Placement density heat map:
Scale: 4 px per µm. 9 x 8 tiles, from black (low) to pale yellow (high), 0 to 100% covered.
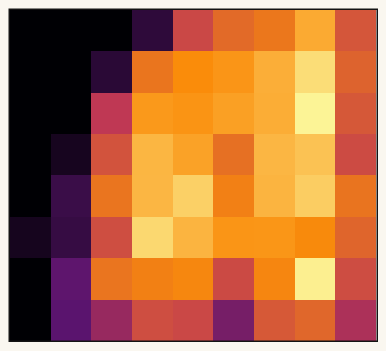
Ports around the boundary:
Scale: 4 px per µm. Pins as bars across the die edge, other pins in grey.
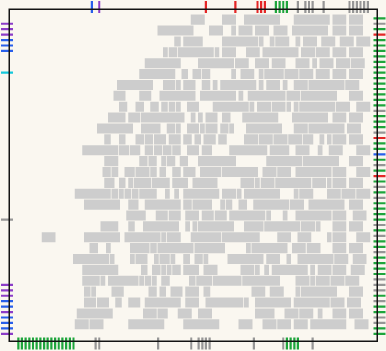
Clock routing:
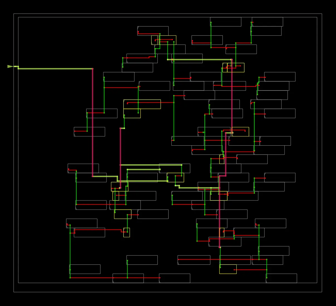
Routed metal, one colour a layer:
Scale: 3 px per µm.
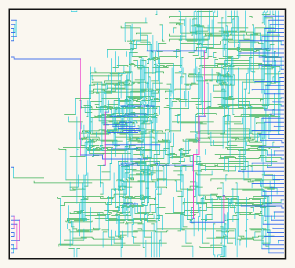
Cells coloured by class:
Scale: 3 px per µm.
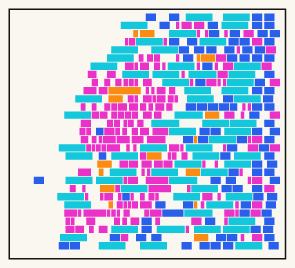
`src/rtl/ppu_scanout_if.sv`:
```
// Scanout-side bundle: row-RAM and palette-RAM read ports, PPU swap control and video pins.
// master = ppu_scanout, slave = RAMs / PPU / HDMI transmitter.
interface ppu_scanout_if;
   logic [8:0]  rowram_rdaddr;
   logic [9:0]  rowram_rddata;
   logic [8:0]  palram_rdaddr;
   logic [63:0] palram_rddata;
   logic        rowram_swap;
   logic [7:0]  next_row;
   logic [7:0]  vid_r;
   logic [7:0]  vid_g;
   logic [7:0]  vid_b;
   logic        vid_hsync;
   logic        vid_vsync;
   logic        vid_de;

   modport master (
      output rowram_rdaddr, palram_rdaddr, rowram_swap, next_row,
      output vid_r, vid_g, vid_b, vid_hsync, vid_vsync, vid_de,
      input  rowram_rddata, palram_rddata
   );

   modport slave (
      input  rowram_rdaddr, palram_rdaddr, rowram_swap, next_row,
      input  vid_r, vid_g, vid_b, vid_hsync, vid_vsync, vid_de,
      output rowram_rddata, palram_rddata
   );
endinterface

```
`src/rtl/ppu_scanout.sv`:
```
// Display end of the PPU row-RAM protocol: 640x480 raster timing, 2x-scaled row-buffer reads,
// palette lookup to 24-bit RGB, and the per-row buffer-swap schedule for the PPU.
module ppu_scanout #(
   parameter int unsigned H_VISIBLE = 640,
   parameter int unsigned H_FP      = 16,
   parameter int unsigned H_SYNC    = 96,
   parameter int unsigned H_BP      = 48,
   parameter int unsigned V_VISIBLE = 480,
   parameter int unsigned V_FP      = 10,
   parameter int unsigned V_SYNC    = 2,
   parameter int unsigned V_BP      = 33
) (
   input  logic          clk,
   input  logic          rst,
   ppu_scanout_if.master bus
);

   localparam int unsigned HTotal = H_VISIBLE + H_FP + H_SYNC + H_BP;
   localparam int unsigned VTotal = V_VISIBLE + V_FP + V_SYNC + V_BP;

   localparam logic [9:0] HLast     = 10'(HTotal - 1);
   localparam logic [9:0] HVis      = 10'(H_VISIBLE);
   localparam logic [9:0] HVisM1    = 10'(H_VISIBLE - 1);
   localparam logic [9:0] HSyncBeg  = 10'(H_VISIBLE + H_FP);
   localparam logic [9:0] HSyncEnd  = 10'(H_VISIBLE + H_FP + H_SYNC);
   localparam logic [9:0] VLast     = 10'(VTotal - 1);
   localparam logic [9:0] VVis      = 10'(V_VISIBLE);
   localparam logic [9:0] VSyncBeg  = 10'(V_VISIBLE + V_FP);
   localparam logic [9:0] VSyncEnd  = 10'(V_VISIBLE + V_FP + V_SYNC);
   localparam logic [9:0] VLastSwap = 10'(V_VISIBLE - 3);
   localparam logic [9:0] VPreLast  = 10'(VTotal - 2);

   logic [9:0]  h_q, h_d, v_q, v_d;
   logic [1:0]  de_pipe_q, de_pipe_d, hs_pipe_q, hs_pipe_d, vs_pipe_q, vs_pipe_d;
   logic        vid_de_q, vid_de_d, vid_hs_q, vid_hs_d, vid_vs_q, vid_vs_d;
   logic        half_q, half_d;
   logic        frame_valid_q, frame_valid_d;
   logic        swap_q, swap_d;
   logic [7:0]  next_row_q, next_row_d;
   logic [23:0] rgb_q, rgb_d;
   logic        de_raw, hs_raw, vs_raw, swap_line;
   logic [23:0] colour;
   logic        unused_alpha;

   always_comb begin
      h_d = h_q + 10'd1;
      v_d = v_q;
      if (h_q == HLast) begin
         h_d = '0;
         v_d = (v_q == VLast) ? '0 : v_q + 10'd1;
      end

      de_raw = (h_q < HVis) && (v_q < VVis);
      hs_raw = !((h_q >= HSyncBeg) && (h_q < HSyncEnd));
      vs_raw = !((v_q >= VSyncBeg) && (v_q < VSyncEnd));

      // Registered pulse lands on h == H_VISIBLE, after the last visible read of the line.
      swap_line = (v_q[0] && (v_q <= VLastSwap)) || (v_q == VPreLast);
      swap_d    = (h_q == HVisM1) && swap_line;

      next_row_d = next_row_q;
      if (swap_d) begin
         if (v_q == VPreLast)       next_row_d = 8'd1;
         else if (v_q == VLastSwap) next_row_d = 8'd0;
         else                       next_row_d = 8'((v_q + 10'd3) >> 1);
      end
      frame_valid_d = frame_valid_q | (swap_d && (v_q == VPreLast));

      de_pipe_d = {de_pipe_q[0], de_raw};
      hs_pipe_d = {hs_pipe_q[0], hs_raw};
      vs_pipe_d = {vs_pipe_q[0], vs_raw};
      vid_de_d  = de_pipe_q[1];
      vid_hs_d  = hs_pipe_q[1];
      vid_vs_d  = vs_pipe_q[1];

      half_d = bus.rowram_rddata[0];
      colour = half_q ? bus.palram_rddata[55:32] : bus.palram_rddata[23:0];
      rgb_d  = (de_pipe_q[1] && frame_valid_q) ? colour : '0;
   end

   always_ff @(posedge clk or posedge rst) begin
      if (rst) begin
         h_q           <= '0;
         v_q           <= '0;
         de_pipe_q     <= '0;
         hs_pipe_q     <= '1;
         vs_pipe_q     <= '1;
         vid_de_q      <= 1'b0;
         vid_hs_q      <= 1'b1;
         vid_vs_q      <= 1'b1;
         half_q        <= 1'b0;
         frame_valid_q <= 1'b0;
         swap_q        <= 1'b0;
         next_row_q    <= '0;
         rgb_q         <= '0;
      end else begin
         h_q           <= h_d;
         v_q           <= v_d;
         de_pipe_q     <= de_pipe_d;
         hs_pipe_q     <= hs_pipe_d;
         vs_pipe_q     <= vs_pipe_d;
         vid_de_q      <= vid_de_d;
         vid_hs_q      <= vid_hs_d;
         vid_vs_q      <= vid_vs_d;
         half_q        <= half_d;
         frame_valid_q <= frame_valid_d;
         swap_q        <= swap_d;
         next_row_q    <= next_row_d;
         rgb_q         <= rgb_d;
      end
   end

   assign bus.rowram_rdaddr = h_q[9:1];
   assign bus.palram_rdaddr = bus.rowram_rddata[9:1];
   assign bus.rowram_swap   = swap_q;
   assign bus.next_row      = next_row_q;
   assign bus.vid_r         = rgb_q[23:16];
   assign bus.vid_g         = rgb_q[15:8];
   assign bus.vid_b         = rgb_q[7:0];
   assign bus.vid_de        = vid_de_q;
   assign bus.vid_hsync     = vid_hs_q;
   assign bus.vid_vsync     = vid_vs_q;

   // Top byte of each palette entry carries no colour.
   assign unused_alpha = ^{bus.palram_rddata[63:56], bus.palram_rddata[31:24]};

endmodule

```
`src/flat_wrapper.sv`:
```
// flat-port wrapper written by rule: the top's interface ports become plain ports
module ppu_scanout_flat 
#(
   parameter int unsigned H_VISIBLE = 640,
   parameter int unsigned H_FP      = 16,
   parameter int unsigned H_SYNC    = 96,
   parameter int unsigned H_BP      = 48,
   parameter int unsigned V_VISIBLE = 480,
   parameter int unsigned V_FP      = 10,
   parameter int unsigned V_SYNC    = 2,
   parameter int unsigned V_BP      = 33
)
  (clk, rst, bus_rowram_rdaddr, bus_palram_rdaddr, bus_rowram_swap, bus_next_row, bus_vid_r, bus_vid_g, bus_vid_b, bus_vid_hsync, bus_vid_vsync, bus_vid_de, bus_rowram_rddata, bus_palram_rddata);
  ppu_scanout_if bus_i ();
  input  logic clk;
  input  logic rst;
  output wire logic [$bits(bus_i.rowram_rdaddr)-1:0] bus_rowram_rdaddr;
  output wire logic [$bits(bus_i.palram_rdaddr)-1:0] bus_palram_rdaddr;
  output wire logic [$bits(bus_i.rowram_swap)-1:0] bus_rowram_swap;
  output wire logic [$bits(bus_i.next_row)-1:0] bus_next_row;
  output wire logic [$bits(bus_i.vid_r)-1:0] bus_vid_r;
  output wire logic [$bits(bus_i.vid_g)-1:0] bus_vid_g;
  output wire logic [$bits(bus_i.vid_b)-1:0] bus_vid_b;
  output wire logic [$bits(bus_i.vid_hsync)-1:0] bus_vid_hsync;
  output wire logic [$bits(bus_i.vid_vsync)-1:0] bus_vid_vsync;
  output wire logic [$bits(bus_i.vid_de)-1:0] bus_vid_de;
  input wire logic [$bits(bus_i.rowram_rddata)-1:0] bus_rowram_rddata;
  input wire logic [$bits(bus_i.palram_rddata)-1:0] bus_palram_rddata;
  assign bus_rowram_rdaddr = bus_i.rowram_rdaddr;
  assign bus_palram_rdaddr = bus_i.palram_rdaddr;
  assign bus_rowram_swap = bus_i.rowram_swap;
  assign bus_next_row = bus_i.next_row;
  assign bus_vid_r = bus_i.vid_r;
  assign bus_vid_g = bus_i.vid_g;
  assign bus_vid_b = bus_i.vid_b;
  assign bus_vid_hsync = bus_i.vid_hsync;
  assign bus_vid_vsync = bus_i.vid_vsync;
  assign bus_vid_de = bus_i.vid_de;
  assign bus_i.rowram_rddata = bus_rowram_rddata;
  assign bus_i.palram_rddata = bus_palram_rddata;
  ppu_scanout #(.H_VISIBLE(H_VISIBLE), .H_FP(H_FP), .H_SYNC(H_SYNC), .H_BP(H_BP), .V_VISIBLE(V_VISIBLE), .V_FP(V_FP), .V_SYNC(V_SYNC), .V_BP(V_BP)) u_core (.clk(clk), .rst(rst), .bus(bus_i));
endmodule
```
`config.mk`:
```
export PLATFORM = sky130hd
export DESIGN_NAME = ppu_scanout_flat
export DESIGN_NICKNAME = d
export VERILOG_FILES = /design/src/rtl/ppu_scanout_if.sv /design/src/rtl/ppu_scanout.sv /design/src/flat_wrapper.sv
export SDC_FILE = /design/constraint.sdc
export NUM_CORES = 1
export LEC_CHECK = 0
export CAP_MARGIN = 30
export CORE_ASPECT_RATIO = 0.9
export CORE_UTILIZATION = 43
export DETAILED_ROUTE_END_ITERATION = 8
export PLACE_DENSITY = 0.81
export SYNTH_ARGS = -nofsm -noshare
export SYNTH_HDL_FRONTEND = slang
export SYNTH_SLANG_ARGS = --single-unit
```
`constraint.sdc`:
```
create_clock -name clk -period 2.7 [get_ports clk]
set_clock_uncertainty 0.2 [all_clocks]
set_input_delay 0.54 -clock clk [delete_from_list [all_inputs] [get_ports clk]]
set_output_delay 0.54 -clock clk [all_outputs]
set_load 0.01 [all_outputs]
```
==> qor.yml <==
cts_buffer_depth: 2
syn-num-nets: 368
holdPathStages: 0
drt_first_pass_iters: 6
p_int_uw: 1470
min_path_type: "reg -> reg"
path_clk_slew_ns: 0.07
chipArea_um2: 7570
period_used_pct: 85.7
p_per_area_nw_per_um2: 444
die-height_um: 82.7
drive_gt1_share_pct: 8.45
status: "completed"
tns_ns: 0
fmax_mhz: 432
crit_start: "u_core.h_q[7]$_DFF_PP0_"
area_leaders: "dfrtp_1 (47%), mux2i_1 (8.7%), dfstp_2 (5.1%), buf_4 (4.3%), nor2_1 (4.2%)"
start_kind: "register"
crit_cells: 1
finalNonFillerCells: 460
worst_slew_pin_slew_ns: 0.766
drtIter0Drc: 125
crit_buf_inv: 1
post-synth-top-count-cell: "dfrtp_1"
areaGrowthSynthToFinish_pct: 34.8
hold_viol: 0
clock_latency_ns: 0.33
yosysUniqueCellTypes: 40
maxCapViolCount: 0
pg_comb_uw: 131
post_cts_buffers: 0
worstPathArrival_ns: 1.57
final_cell_mix: "clkdlybuf4s50_1 (95), dfrtp_1 (58), nor2_1 (35)"
synth_seq_share_pct: 51.8
critPathKind: "reg -> out"
htreeDepth: 3
io_pins: 130
grt_pass1_vias: 2287
ys_cells: 286
worst_slack_ns: 0.386
report.power.total_uw: 1860
ys_chip_area_um2: 3110
crit_fanout: 10
place_area_um2: 4010
hold_path.startpoint: "u_core.vs_pipe_q[0]$_DFF_PP1_"
setup_violations: 0
async_flop_share_pct: 100
antenna_cells: 0
cts_hold_buf: 0
rsz0062_at_grt: "no"
netlist_instances: 286
via_per_inst: 5.13
cp_top_family: "flip-flops"
power_frac_comb_pct: 7.0
post-place-cells: 444
place_congestion: 0.876
synth_top_area_share_pct: 46.7
flop_cell: "dfrtp_1"
synth_flop_count: 64
antenna_found_initial: 0
maxSlewHeadroom_pct: 48.8
synth_area_leader_cell: "dfrtp_1"
cp_slowest_cell: "dfrtp_1"
grt_pass1_wl_um: 11100
yosysWarnings: 0
grt_most_used_layer: "met2"
numClockSinks: 64
clock_power_share_pct: 41.3
worstPathRequired_ns: 1.96
dp_hpwl_um: 4900
power.leakage_uw: 0.00184
switchingPower_uw: 392
top_power_group: "registers"
die_w_um: 91.6
r2r_start: "u_core.h_q[1]$_DFF_PP0_"
tritoncts: "yes"
p_seq_uw: 960
r2r_cells: 6
use_met1_pct: 23.8
path_cells: "clkdlybuf4s50_1"
grt_start_max_net_pins: 65
whs_ns: 0.154
portBuffers: 95
nets: 444
syn_area_um2: 3110
slew_violations: 0
critPathMaxStageDelay_ns: 0.62
drc_errors: 0
ir_worst_vdd_uv: 233
met3_usage_pct: 5.04
final_common_cell: "clkdlybuf4s50_1"
About 'placement density heat map':
tiles over 75% full	31%
nearly empty tiles	15%
fullest tile	98%
mean over tiles	54%
emptiest ninth of the die	north-west
area of the core: 7000 µm²
fp util: 44.4%
final core occ: 59.8%

About 'ports around the boundary':
port	colour	pins	direction	edge
`clk`	cyan	1	input	west
`bus_rowram_rddata`	blue	10	input	8 west, 1 east, 1 north
`bus_next_row`	red	8	output	5 north, 3 east
`bus_palram_rddata`	green	64	input	40 east, 20 south, 4 north
`bus_palram_rdaddr`	purple	9	output	8 west, 1 north
all pins by edge	59 east, 31 south, 22 north, 18 west

About 'clock routing':
CTS Buf Count: 9
clock group total power: 767 µW

About 'routed metal, one colour a layer':
layer	colour	wire length
met2	cyan	3290 µm
met4	magenta	135 µm
met3	blue	594 µm
met1	green	3000 µm
DRT Wirelength: 7020 µm
via count: 2360
total track usage: 19.3%
Wirelength per Cell: 15.3 µm

About 'cells coloured by class':
class	colour	cells	share of their area
clock drivers and dummy loads	orange	16	4.4%
flip-flops	cyan	64	40%
all other logic	magenta	187	31%
other buffers and delay cells	blue	100	25%
FP Rows: 29
Final Cell Area: 4190 µm²
fraction of area in registers: 38.4%

-- sequential cells by signal, indices dropped and copies added, names as in the netlist --
| name | cells |
|---|---|
| u_core.bus.next_row | 8 |
| u_core.bus.rowram_swap | 1 |
| u_core.bus.vid_de | 1 |
| u_core.bus.vid_hsync | 1 |
| u_core.bus.vid_vsync | 1 |
| u_core.de_pipe_q | 2 |
| u_core.frame_valid_q | 1 |
| u_core.h_q | 10 |
| u_core.half_q | 1 |
| u_core.hs_pipe_q | 2 |
| u_core.rgb_q | 24 |
| u_core.v_q | 10 |
| u_core.vs_pipe_q | 2 |
-- area by class of cell --
| class | count | area, µm² |
|---|---|---|
| fillers | 566 | 2810 |
| flip-flops and latches | 64 | 1610 |
| clock inverters | 4 | 45.0 |
| multi-input cells | 172 | 1230 |
| clock buffers | 12 | 135 |
| well taps | 93 | 116 |
| inverters | 15 | 56.3 |
| repair buffers | 100 | 1000 |
-- logic make-up after synthesis --
kind of cell / synth area share, %
compound gates: 5.96
xor+xnor: 4.79
fa+ha+maj: 2.42
buf+inv: 8.78
flops: 51.8
mux: 8.70
simple gates: 17.6
-- worst paths after layout --
| check | to | slack, ns |
|---|---|---|
| max in group asynchronous | u_core.vs_pipe_q[0]$_DFF_PP1_ | 1.59 |
| setup / recovery | bus_rowram_rdaddr[6] | 0.39 |
| setup reg to reg | u_core.v_q[4]$_DFFE_PP0N_ | 0.64 |
| hold / removal | u_core.vs_pipe_q[1]$_DFF_PP1_ | 0.15 |
| hold reg to reg | u_core.vs_pipe_q[1]$_DFF_PP1_ | 0.15 |
| min in group asynchronous | u_core.rgb_q[10]$_DFF_PP0_ | 0.40 |
-- per-layer routing --
metal | routed length, µm | vias up
met5 | 0 | -
met4 | 135 | 0
met3 | 594 | 18
met2 | 3290 | 107
met1 | 3000 | 1124
li1 | - | 1111
Power and IR drop assume default switching activity.
